==> config.mk <==
export PLATFORM = sky130hd
export DESIGN_NAME = mem_arbiter
export DESIGN_NICKNAME = d
export VERILOG_FILES = /design/src/rtl/mem_arbiter.sv
export SDC_FILE = /design/constraint.sdc
export NUM_CORES = 1
export LEC_CHECK = 0
export CORE_AREA = 3 3 208 210
export DETAILED_ROUTE_END_ITERATION = 10
export DIE_AREA = 0 0 211 213
export PLACE_DENSITY = 0.64
export SLEW_MARGIN = 0
export SYNTH_ARGS = -nofsm -noshare
export SYNTH_HDL_FRONTEND = slang
export SYNTH_SLANG_ARGS = --single-unit
==> constraint.sdc <==
create_clock -name clk -period 2.4 [get_ports clk]
set_input_delay 0.48 -clock clk [delete_from_list [all_inputs] [get_ports clk]]
set_output_delay 0.48 -clock clk [all_outputs]
set_load 0.05 [all_outputs]
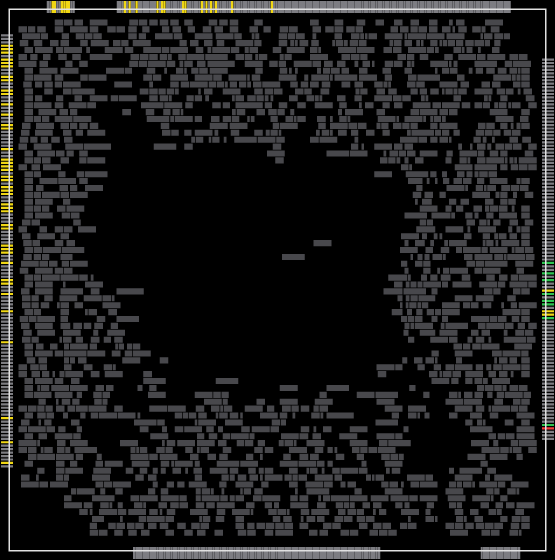
run_1/pinout.png
Pins as bars across the die edge, other pins in gray.
[green] lsu_wmask | pins: 8 | direction: input | edge: east
[yellow] mem_wdata | pins: 64 | direction: output | edge: 41 west, 20 north, 3 east
[red] mem_we | pins: 1 | direction: output | edge: east
all pins by edge: 181 north, 126 west, 123 south, 111 east
Die Wd: 211 um
# port buffers: 540
Die Y: 213 um

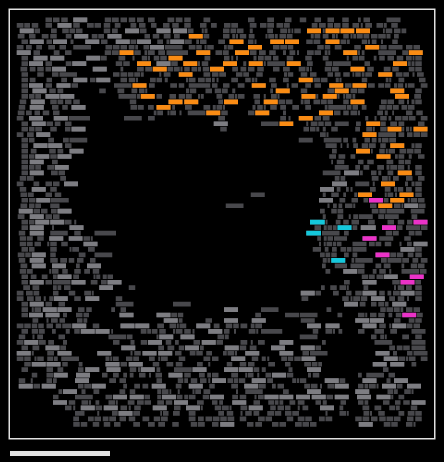
run_1/ff_map.png
The bar under the picture is 50 um long. Other sequential cells in the stronger gray, the rest of the logic in the fainter gray.
[cyan] cnt_q | sequential cells: 4 | where: east
[magenta] wmask_q | sequential cells: 8 | where: east
[orange] mem_addr | sequential cells: 64
register area: 5472 um^2
Seq/total area: 29.50%
P_seq: 5.01 mW
final core utilization: 44.41%

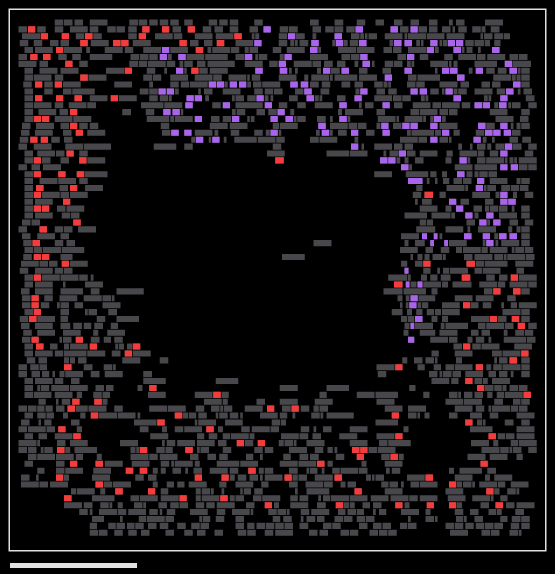
run_1/gates.png
The bar under the picture is 50 um long.
[red] non-inverting ao/oa cells | cells: 140 | most used: a22o_1 | where: all over the die
[purple] aoi and oai cells | cells: 141 | most used: o221ai_1
final instance count without filler cells: 2,169
multi-input logic portion of the cell area: 28.17%
most frequent logic cell in the layout: clkdlybuf4s50_1

==> flow_summary.toml, run 1 <==
# physical design summary
[outcome]
status = "finished, final reports clean"

[synthesis]
synthSimpleGateAreaFrac_pct = 17.74
area_leaders = "dfxtp_1, mux2i_1, a22o_1"
syn_area_um2 = 11220
compound_area_share_pct = 21.70
muxShareOfSynthArea_pct = 5.811
synthCells = 1133
synth-edff-count = 0
yosysMostFrequentCell = "dfxtp_1"
postSynthSeqShare_pct = 48.72
topCombFamilyByArea = "AND-OR/OR-AND gates"
async_flop_share_pct = 0
synth_flops = 273
synth_adder_area_share_pct = 0.3123
yosysWarnings = 0
yosysChipArea_um2 = 11220
avgSynthCellArea_um2 = 9.901
yosysCellCount = 1133
syn_nets = 1406

[floorplan]
taps = 539
rows = 75
fp_util_pct = 26.86

[sta]
fin_setup_tns_ns = 0
finalCriticalPeriod_ns = 2.372
finalCritPeriodShare_pct = 98.84
hold_violations = 0
rsz0062_at_grt = "yes"
max_freq_ghz = 0.4215
fin_skew_ns = 0.01125
layout_setup_ws_ns = 0.02775

[setup_path]
cp.buffers_inverters = 2
startpoint_type = "register"
cpMaxStageDelayCell = "dfxtp_2"
r2r_slack_ns = 0.23
required_ns = 1.92
crit_type = "reg2out"
cp_num_cells = 6
cp_top_family = "simple AND/OR/NAND/NOR gates"

[power_and_ir_drop]
leakage_nw = 6.960
power_clock_mw = 5.44
power.group.top = "clock"
swShare_pct = 29.78

[finish]
logic_area_um2 = 5224
drive_above_1_share_pct = 13.19
comb.multi_input.count = 710
lay_top_cells = "clkdlybuf4s50_1, dfxtp_1, nand2_1, a22o_1, o221ai_1"
clockNetworkAreaShare_pct = 6.443
dominant_cells = "buffers"
nFillCells = 3971
n_antenna_cell = 0
layout.nonclk_buf_share_pct = 32.13
nets = 1880
signal_buffers = 583

[global_routing]
grt_pass1_wl_mm = 67.54
grt_pass1_vias = 11401
grt.met3_usage_pct = 4.775
gr-usage-met1_pct = 23.14

[clock_network]
post-cts-setup-buffers = 5
root_buffer = "clkbuf_16"
cts.clk_slew.worst_paths_ns = 0.05
cts_made_buffers = 34
numClockSinks = 273
clock.latency.late_pin_ns = 0.51
cts_buffer_depth = 3
cts.htree.levels = 2

[placed_design]
placedCellCount = 2103
pre_cts_slack_ns = 0.1709
dp_hpwl_mm = 30.21
gp_congestion = 0.8329

[routing]
wl_mm = 45.25
drtAntennaViolNets = 0
wl_per_cell_um = 20.86
dr_wl_met3_mm = 3.521
drt_iter0_drc = 735
via_per_inst = 5.252
vias = 11391
drc_errors = 0
dr.max_layer_used = "met4"

[hold_path]
hold_path.class = "in2reg"

[flow_run]
drv_cap = 0
log.warning_count = 31
run_1/clock_nets.png
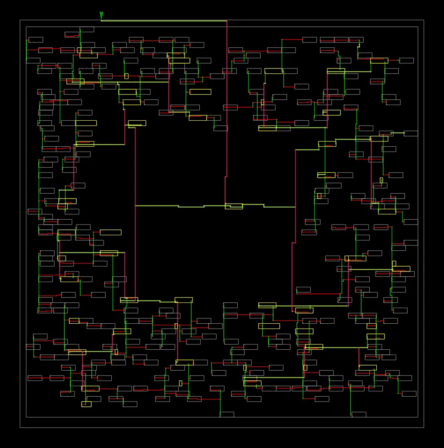

## Run 2: what changed since run 1
- CORE_AREA: 3 3 208 210 -> default
- CORE_MARGIN: default -> 3
- CORE_UTILIZATION: default -> 27
- DIE_AREA: 0 0 211 213 -> default
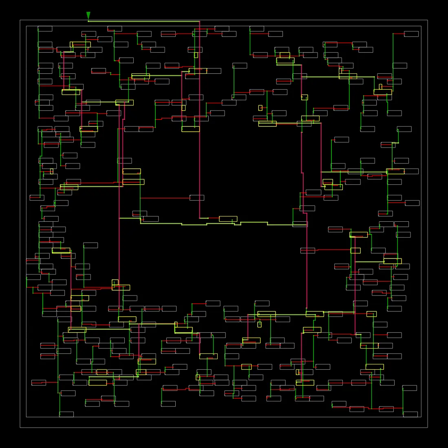
run_2/clock_nets.png
# clk buffers: 49
CTS buffer count: 34
flop count: 273
CTS Sinks: 273
clk latency late pin: 0.52 ns

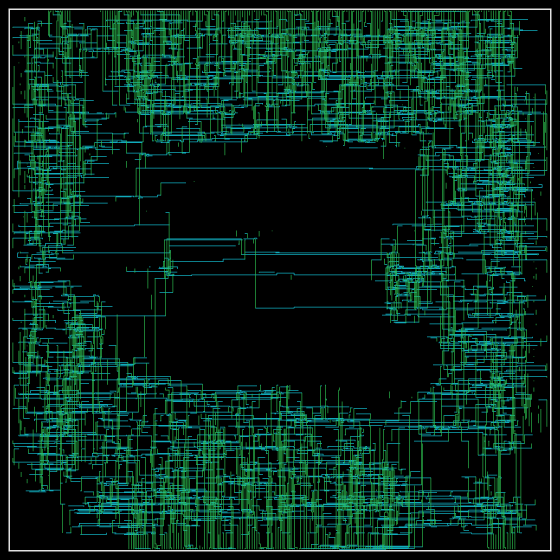
run_2/layers.png
Only two layers are drawn.
[cyan] M1 | wire length: 18,100 um
[green] M2 | wire length: 21.0 mm
GRT Overall Usage: 19.06%
DR vias: 11.40k
total wire length: 44.75 mm
WL/cell: 20.70 um

==> run 2 against run 1 <==
Compared with the run above:
- the run now ends with negative setup slack left
- critical path type unchanged
- combinational power about the same
- register-to-register slack about the same
- highest routed layer is now met5
- clock power decreased by 8.1%
- largest power group is now sequential cells
- synthesized cell count unchanged
==> flow_summary.toml, run 2 <==
# physical design summary
[outcome]
status = "complete, but fails checks"
violations = "negative setup slack"

[finish]
design_area_um2 = 18490
comb.multi_input.count = 709
nets = 1880
seq_area_um2 = 5473
nFillCells = 3922
lay_top_cells = "clkdlybuf4s50_1, dfxtp_1, nand2_1, a22o_1, o221ai_1"
layout.nonclk_buf_share_pct = 32.60
n_antenna_cell = 2
drive_above_1_share_pct = 13.14
sh_seq_area_pct = 29.60
utilization_pct = 45.18
final_common_cell = "clkdlybuf4s50_1"
signal_buffers = 584
logic_area_um2 = 5215
clockNetworkAreaShare_pct = 5.847

[hold_path]
min_delay_path_depth = 3
hold_path.class = "in2reg"

[floorplan]
die_w_um = 209.8
rows = 74
die_h_um = 209.8
fp_util_pct = 27.41

[sta]
setup_viol = 1
layout_setup_ws_ns = -0.003983
max_freq_ghz = 0.4160
finalCritPeriodShare_pct = 100.2
fin_skew_ns = 0.01893
hold_violations = 0
fin_setup_tns_ns = -0.003983
rsz0062_at_grt = "yes"
finalCriticalPeriod_ns = 2.404

[routing]
drc_errors = 0
drtAntennaViolNets = 0
dr.max_layer_used = "met5"
via_per_inst = 5.273
met2_length_mm = 21.02
drt_iter0_drc = 714

[setup_path]
cpMaxStageDelayCell = "dfxtp_2"
cp.buffers_inverters = 3
cp_num_cells = 7
arrival_ns = 1.92
cp_top_family = "simple AND/OR/NAND/NOR gates"
crit_type = "reg2out"
r2r_slack_ns = 0.24
required_ns = 1.92
startpoint_type = "register"

[synthesis]
async_flop_share_pct = 0
muxShareOfSynthArea_pct = 5.811
avgSynthCellArea_um2 = 9.901
yosysWarnings = 0
yosysCellCount = 1133
synth_adder_area_share_pct = 0.3123
synthCells = 1133
topCombFamilyByArea = "AND-OR/OR-AND gates"
yosys_most_used_dff = "dfxtp_1"
syn_nets = 1406
synth_flops = 273
postSynthSeqShare_pct = 48.72
synthSimpleGateAreaFrac_pct = 17.74
area_leaders = "dfxtp_1, mux2i_1, a22o_1"
yosysMostFrequentCell = "dfxtp_1"
syn_area_um2 = 11220
compound_area_share_pct = 21.70

[global_routing]
gr-usage-met1_pct = 23.53
grt.met3_usage_pct = 5.531
grt_pass1_vias = 11314
grt_util_met2_pct = 30.79
grt_pass1_wl_mm = 67.56

[placed_design]
gp_congestion = 0.8608
dp_hpwl_mm = 29.83
placedCellCount = 2095
pre_cts_slack_ns = 0.1623
numPortBuffers = 540

[clock_network]
root_buffer = "clkbuf_16"
cts.htree.levels = 2
cts.clk_slew.worst_paths_ns = 0.06
cts_buffer_depth = 3

[flow_run]
drv_cap = 0
log.warning_count = 32

[power_and_ir_drop]
p_total_mw = 13.10
swShare_pct = 30.69
p_seq_mw = 5.01
pwr-share-seq_pct = 38.2
power.group.top = "sequential cells"
leakage_nw = 6.930
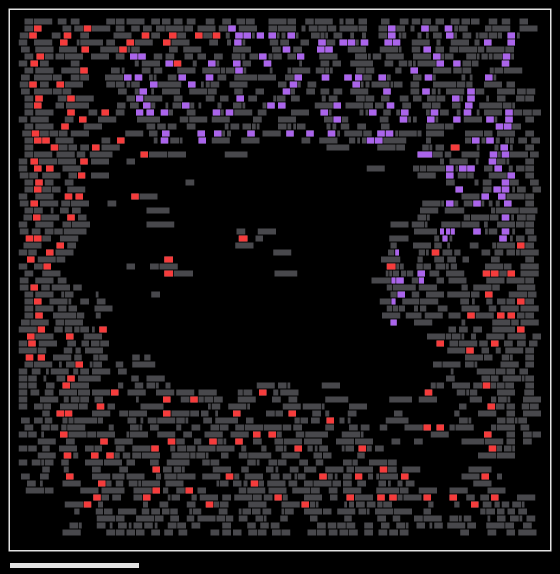
run_2/gates.png
The bar under the picture is 50 um long.
[purple] aoi and oai cells | cells: 141 | most used: o221ai_1
[red] non-inverting ao/oa cells | cells: 140 | most used: a22o_1 | where: all over the die
final instance count without filler cells: 2,162
multi-input logic portion of the cell area: 28.20%

Power is estimated from default activity; no workload was simulated.
